==> images/by_instance.png <==
Drawn at 1 px/µm.
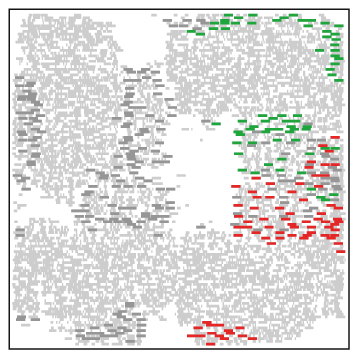
==> images/congestion.png <==
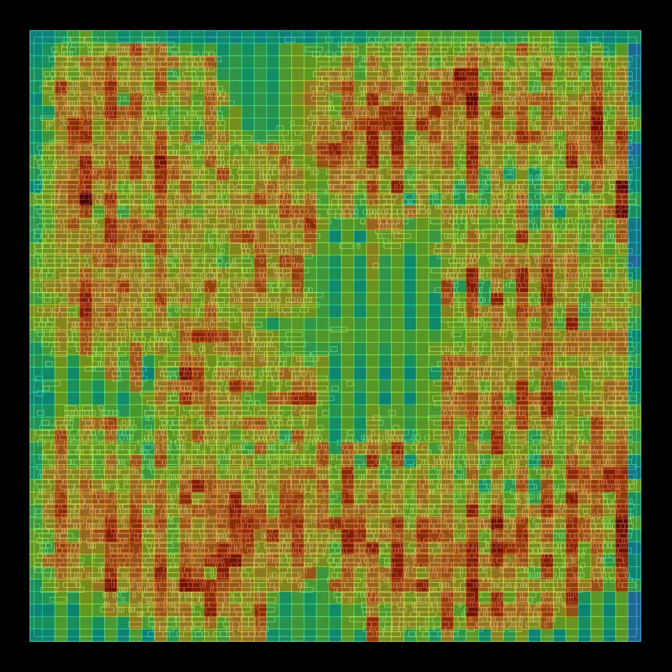
==> images/clk_routes.png <==
Drawn at 1.5 px/µm.
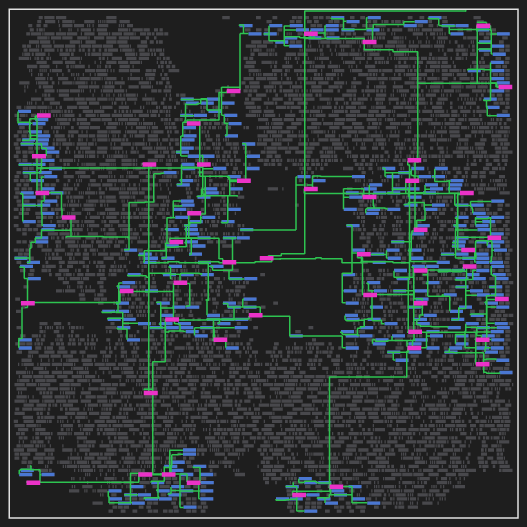
==> images/metal_density.png <==
Drawn at 1 px/µm. 34 x 34 tiles, from white (low) to dark blue (high), scaled to the fullest tile. Values are wire area over tile area, all layers added.
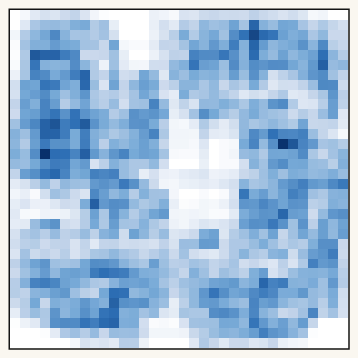
--- config.mk ---
export PLATFORM = sky130hd
export DESIGN_NAME = mult_vec_acc_wrapp
export DESIGN_NICKNAME = d
export VERILOG_FILES = /design/src/rtl/mult_vec_acc_wrapp.sv
export SDC_FILE = /design/constraint.sdc
export NUM_CORES = 2
export LEC_CHECK = 0
export CAP_MARGIN = 10
export CELL_PAD_IN_SITES_DETAIL_PLACEMENT = 0
export CELL_PAD_IN_SITES_GLOBAL_PLACEMENT = 1
export CORE_MARGIN = 2
export CORE_UTILIZATION = 50
export DETAILED_ROUTE_END_ITERATION = 10
export HOLD_SLACK_MARGIN = 0.06
export PLACE_DENSITY = 0.82
export SYNTH_ARGS = -nofsm -noshare
export SYNTH_HDL_FRONTEND = slang
export SYNTH_SLANG_ARGS = --single-unit
export TNS_END_PERCENT = 30
--- constraint.sdc ---
create_clock -name clk -period 8.3 [get_ports clk]
set_input_delay 1.66 -clock clk [delete_from_list [all_inputs] [get_ports clk]]
set_output_delay 1.66 -clock clk [all_outputs]
set_load 0.02 [all_outputs]
--- src/rtl/mult_vec_acc_wrapp.sv ---
// Multi-lane fixed-point multiplier with per-lane side-channel delay and optional MAC stage.
// Optional saturation-event counter: define MULT_VEC_SAT_CNT_EN to add sat_cnt_clr/sat_cnt.
package mult_vec_pkg;
    typedef enum logic [1:0] {
        FIXED_POINT_GENERIC = 2'd0,
        FIXED_POINT_Q       = 2'd1,
        INTEGER_ARITH       = 2'd2
    } arith_type_t;

    typedef struct packed {
        int unsigned int_wdt;
        int unsigned frac_wdt;
    } arith_fmt_t;

    typedef struct packed {
        int unsigned word_wdt;
        arith_fmt_t  fmt;
        arith_type_t arith_type;
        logic        arith_satur;
    } arith_cfg_t;

    localparam int DATA_W = 16;
    localparam int TYPE_W = 2;

    typedef struct packed {
        logic [DATA_W-1:0] data_word;
        logic              data_val;
        logic [TYPE_W-1:0] data_type;
        logic              data_last;
    } pipe_data_t;
endpackage

// Enable-gated register delay line, LEN stages (LEN=0 is a wire).
// Latency: LEN enabled cycles.
// Backpressure: clk_en=0 freezes every stage.
module del_chain #(
    parameter int WD  = 1,
    parameter int LEN = 1
) (
    input  logic          clk,
    input  logic          rst_n,
    input  logic          clk_en,
    input  logic [WD-1:0] din,
    output logic [WD-1:0] dout
);
    generate
        if (LEN == 0) begin : g_wire
            assign dout = din;
        end else begin : g_regs
            logic [WD-1:0] q [LEN];
            always_ff @(posedge clk or negedge rst_n) begin
                if (!rst_n) begin
                    for (int i = 0; i < LEN; i++) q[i] <= '0;
                end else if (clk_en) begin
                    q[0] <= din;
                    for (int i = 1; i < LEN; i++) q[i] <= q[i-1];
                end
            end
            assign dout = q[LEN-1];
        end
    endgenerate
endmodule

// Signed fixed-point multiplier: product truncated by frac_wdt, clamped to W bits when saturating.
// Latency: IN_CYC_LEN + OUT_CYC_LEN enabled cycles.
// Backpressure: clk_en=0 holds operands, product and valid in place.
module mult_cell
    import mult_vec_pkg::*;
#(
    parameter arith_cfg_t ARITH_CFG   = '{16, '{8, 8}, FIXED_POINT_GENERIC, 1'b1},
    parameter int         IN_CYC_LEN  = 1,
    parameter int         OUT_CYC_LEN = 1
) (
    input  logic                          clk,
    input  logic                          rst_n,
    input  logic                          clk_en,
    input  logic [ARITH_CFG.word_wdt-1:0] a_word,
    input  logic [ARITH_CFG.word_wdt-1:0] b_word,
    input  logic                          in_val,
    output logic [ARITH_CFG.word_wdt-1:0] prod_word,
    output logic                          prod_val
);
    localparam int W    = ARITH_CFG.word_wdt;
    localparam int FRAC = ARITH_CFG.fmt.frac_wdt;
    localparam logic signed [2*W-1:0] FULL_MAX = {{(W+1){1'b0}}, {(W-1){1'b1}}};
    localparam logic signed [2*W-1:0] FULL_MIN = {{(W+1){1'b1}}, {(W-1){1'b0}}};

    logic [2*W:0]          in_q;
    logic signed [2*W-1:0] full;
    logic signed [2*W-1:0] shifted;
    logic [W-1:0]          prod_c;

    del_chain #(.WD(2*W+1), .LEN(IN_CYC_LEN)) u_in (
        .clk(clk), .rst_n(rst_n), .clk_en(clk_en),
        .din({in_val, a_word, b_word}), .dout(in_q)
    );

    always_comb begin
        full    = $signed(in_q[2*W-1:W]) * $signed(in_q[W-1:0]);
        shifted = full >>> FRAC;
        prod_c  = shifted[W-1:0];
        if (ARITH_CFG.arith_satur) begin
            if (shifted > FULL_MAX)      prod_c = {1'b0, {(W-1){1'b1}}};
            else if (shifted < FULL_MIN) prod_c = {1'b1, {(W-1){1'b0}}};
        end
    end

    del_chain #(.WD(W+1), .LEN(OUT_CYC_LEN)) u_out (
        .clk(clk), .rst_n(rst_n), .clk_en(clk_en),
        .din({in_q[2*W], prod_c}), .dout({prod_val, prod_word})
    );
endmodule

// NUM_LANES parallel multipliers, each followed by a registered pass-through / accumulate stage.
// Latency: MULT_IN_CYC_LEN + MULT_OUT_CYC_LEN + 1 cycles in both modes.
// Backpressure: none; clk_en=0 freezes every pipeline stage, accumulator and output.
module mult_vec_acc_wrapp
    import mult_vec_pkg::*;
#(
    parameter arith_cfg_t MULT_ARITH_CFG   = '{16, '{8, 8}, FIXED_POINT_GENERIC, 1'b1},
    parameter int         MULT_IN_CYC_LEN  = 1,
    parameter int         MULT_OUT_CYC_LEN = 1,
    parameter int         NUM_LANES        = 4
) (
    input  logic       clk,
    input  logic       rst_n,
    input  logic       clk_en,
    input  logic       acc_mode,
    input  pipe_data_t mult_op_a [NUM_LANES],
    input  pipe_data_t mult_op_b [NUM_LANES],
    output pipe_data_t mult_res  [NUM_LANES]
`ifdef MULT_VEC_SAT_CNT_EN
    ,
    input  logic        sat_cnt_clr,
    output logic [15:0] sat_cnt
`endif
);
    localparam int   W     = MULT_ARITH_CFG.word_wdt;
    localparam int   L     = MULT_IN_CYC_LEN + MULT_OUT_CYC_LEN;
    localparam logic SATUR = MULT_ARITH_CFG.arith_satur;
    localparam logic [W-1:0] SUM_MAX = {1'b0, {(W-1){1'b1}}};
    localparam logic [W-1:0] SUM_MIN = {1'b1, {(W-1){1'b0}}};

`ifdef MULT_VEC_SAT_CNT_EN
    logic [NUM_LANES-1:0] sat_evt;
`endif

    genvar gi;
    generate
        for (gi = 0; gi < NUM_LANES; gi++) begin : g_lane
            logic [W-1:0]        p_word;
            logic                p_val;
            logic [TYPE_W+1:0]   side_q;
            logic                d_last;
            logic                d_mode;
            logic [TYPE_W-1:0]   d_type;
            logic signed [W:0]   sum;
            logic                ovf;
            logic [W-1:0]        sum_sat;
            logic [W-1:0]        acc_q;
            pipe_data_t          res_q;
            logic                unused_a_bits;

            assign unused_a_bits = ^{mult_op_a[gi].data_val, mult_op_a[gi].data_type,
                                     mult_op_a[gi].data_last};

            mult_cell #(
                .ARITH_CFG  (MULT_ARITH_CFG),
                .IN_CYC_LEN (MULT_IN_CYC_LEN),
                .OUT_CYC_LEN(MULT_OUT_CYC_LEN)
            ) u_mult (
                .clk      (clk),
                .rst_n    (rst_n),
                .clk_en   (clk_en),
                .a_word   (mult_op_a[gi].data_word),
                .b_word   (mult_op_b[gi].data_word),
                .in_val   (mult_op_b[gi].data_val),
                .prod_word(p_word),
                .prod_val (p_val)
            );

            // acc_mode travels with its operand so a mode change never retimes in-flight data
            del_chain #(.WD(TYPE_W+2), .LEN(L)) u_side (
                .clk(clk), .rst_n(rst_n), .clk_en(clk_en),
                .din ({mult_op_b[gi].data_last, mult_op_b[gi].data_type, acc_mode}),
                .dout(side_q)
            );
            assign {d_last, d_type, d_mode} = side_q;

            assign sum     = $signed({acc_q[W-1], acc_q}) + $signed({p_word[W-1], p_word});
            assign ovf     = sum[W] ^ sum[W-1];
            assign sum_sat = (SATUR && ovf) ? (sum[W] ? SUM_MIN : SUM_MAX) : sum[W-1:0];

`ifdef MULT_VEC_SAT_CNT_EN
            assign sat_evt[gi] = clk_en & p_val & d_mode & ovf & SATUR;
`endif

            // A valid MULT product also clears acc, dropping any partial sum left by a MAC->MULT flip
            always_ff @(posedge clk or negedge rst_n) begin
                if (!rst_n) begin
                    acc_q <= '0;
                    res_q <= '0;
                end else if (clk_en) begin
                    res_q.data_val  <= 1'b0;
                    res_q.data_last <= 1'b0;
                    if (p_val) begin
                        if (!d_mode) begin
                            res_q.data_word <= p_word;
                            res_q.data_val  <= 1'b1;
                            res_q.data_last <= d_last;
                            res_q.data_type <= d_type;
                            acc_q           <= '0;
                        end else if (!d_last) begin
                            acc_q <= sum_sat;
                        end else begin
                            res_q.data_word <= sum_sat;
                            res_q.data_val  <= 1'b1;
                            res_q.data_last <= 1'b1;
                            res_q.data_type <= d_type;
                            acc_q           <= '0;
                        end
                    end
                end
            end

            assign mult_res[gi] = res_q;
        end
    endgenerate

`ifdef MULT_VEC_SAT_CNT_EN
    logic [15:0] sat_inc;
    logic [16:0] sat_sum;

    always_comb begin
        sat_inc = '0;
        for (int k = 0; k < NUM_LANES; k++) sat_inc = sat_inc + 16'(sat_evt[k]);
        sat_sum = {1'b0, sat_cnt} + {1'b0, sat_inc};
    end

    always_ff @(posedge clk or negedge rst_n) begin
        if (!rst_n)          sat_cnt <= '0;
        else if (sat_cnt_clr) sat_cnt <= '0;
        else if (clk_en)     sat_cnt <= sat_sum[16] ? 16'hFFFF : sat_sum[15:0];
    end
`endif
endmodule
==> run summary <==
run metrics: mux contribution to synthesized area=3.38%, Mapped Area=55,900 µm², Core Util at FP=50.5%, Area leader share=37.6%, Final non-clock buffer share=4.25%, DRT antenna net count=0, Die Span Y=338 µm, CP max-delay cell=dfrtp_1, CP endpoint=g_lane[2].u_mult.u_out.dout[3], flop share of the area=15.2%, area added between synthesis and finish=9.27%, htree depth=2, Final Hold Violation Tally=0, Root Buffer Master=clkbuf_16, Area after DPL=59,500 µm², min cycle time layout=7.67 ns, number of core rows=122, metal3 WL=6270 µm, largest net degree at the start of global routing=146, worst r2r dst=g_lane[2].u_mult.u_out.dout[3], most used logic cell in the final layout=inv_1, HP Class=reg2reg, Flop area=9260 µm², WHS Path Cells=2, Async S/R FF share, synth=100%, max reg flops=132, predominant post-synthesis flop cell=dfrtp_1, met1 usage=32.0%, cell count in the Yosys report=5,771, Crit path buffers/inverters=5, met3 usage=3.09%, DRT Pass-1 Iters=5, cell mode on critical path=fa_1, commonest cells in the netlist=inv_1 (1,203), fa_1 (1,048), nand2_1 (645), and2_1 (487), ha_1 (380), Seq share, synth=16.6%, worst relative slew slack=30.9%, Hold Buf Count CTS=0, CTS tree=yes, setup violators final=0, Worst Tran Pin Value=1.03 ns, vias per std cell=5.29, GRT overflow=0, GR peak layer=met2, initial drt markers=2,077, Synth Warn #=0, # Max-Cap Violations=0, Highest Signal Layer=met5, initial antenna violation count=2, max-slew violation count=0, count of flip-flops and latches=370, total CTS buffers=48, hold endpoint=mult_res[22], Worst Reg2Reg Path Length in Cells=24, Min Hold Slack=0.473 ns, Signal inverters=1,204, Final Non-Filler Cells=7,399, DRC Markers=0, tap cells=1,488, core area=111,000 µm², cell taking the most area after synthesis=fa_1, CTS Sinks=370, post-placement cell count=7,321, crit path launch type=flop, Worst Setup End Kind=flop, unrepaired setup endpoints after global routing=no, routed wl met2=64,300 µm, post-route setup slack=0.635 ns, Largest stage delay, worst path=0.74 ns, layout cells sized above 1=6.09%, Worst R2R Start=g_lane[2].u_mult.u_in.dout[31], xor/xnor share=2.55%, post-route cell area=61,000 µm², clk ins delay skew pair=0.62 ns, post-synthesis simple-gate area fraction=13.7%, ant diodes=0, synthesis area per yosys=55,900 µm², Critical Path, Cell by Cell=nand2_1 > inv_1 > fa_1 > inv_1 > fa_1 > fa_1 > inv_1 > fa_1 > fa_1 > inv_1 > fa_1 > inv_1 > ha_1 > a22o_1 > nor3_1 > a2111oi_1 > nand3_1 > o31ai_1 > a21oi_1 > xnor2_1 > nand4_1 > o21ai_2 > o311ai_1 > a21oi_1, pre-CTS WS=0.652 ns, instance count on the critical path=24, maximum clock rate=0.130 GHz, Top Family by Delay on Critical Path=adder cells, wire length on met1=56,300 µm, Crit Path Class=reg2reg, top cell category=multi-input combinational cells, comb area leader=adder cells, Adder-Cell Fraction of Synth Area=46.2%, Mapped Nets=7,363, routability cong.=0.865, CP arrival=8.20 ns, post-CTS setup buffer count=0, skew final=0.0208 ns, flop2flop setup slack=0.63 ns, period utilisation layout=92.4%, most used standard cell by instance count after synthesis=inv_1, Synth Area per Inst=9.68 µm², Detail Placement HPWL=103,000 µm, number of global-route vias before repair=42.2k, MI comb cells=3,994, Post-Route Setup TNS=0 ns, biggest area cells=fa_1 (38%), dfrtp_1 (17%), ha_1 (8.5%), inv_1 (8.1%), and2_1 (5.5%), clock tree buffer depth=3, Comb area share=67.6%, Unique cell types=104, Gate Count Post-Synth=5,771, Tool Warnings=46, CP required=8.84 ns, Post-synth EDFFs=0, io pins=244, Non-Clock Buffer Count=265, Final nets=7,475, Worst-path clk slew=0.06 ns, Crit Path Max Fanout=17, outcome=finished, final reports clean, ClkCell Share=2.55%, first-pass GRT wire length=221,000 µm, fillers=9,899, clock buffer count=58, Post-CTS Resized=0
About by_instance.png:
legend:
  green:
    scope: `g_lane[2]`
    flops: 72
  red:
    scope: `g_lane[0]`
    flops: 74
not colored: 224
Die Size: 114,000 µm²
Finished Core Util: 55.1%

About congestion.png:
wire length per cell: 17.6 µm
met2 Use GR: 40.8%
GRT Overall Usage: 23.8%

About clk_routes.png:
legend:
  blue:
    item: flip-flops
    count: 370
  magenta:
    item: clock drivers
    count: 48
  green:
    item: clock wires
    length: 6,420 µm
flops lie: widely spread

About metal_density.png:
emptiest ninth of the die: middle
tiles over half the peak: 29%
fullest tile: 0.48
DR vias: 39.2k
total detailed-routing wirelength: 130,000 µm

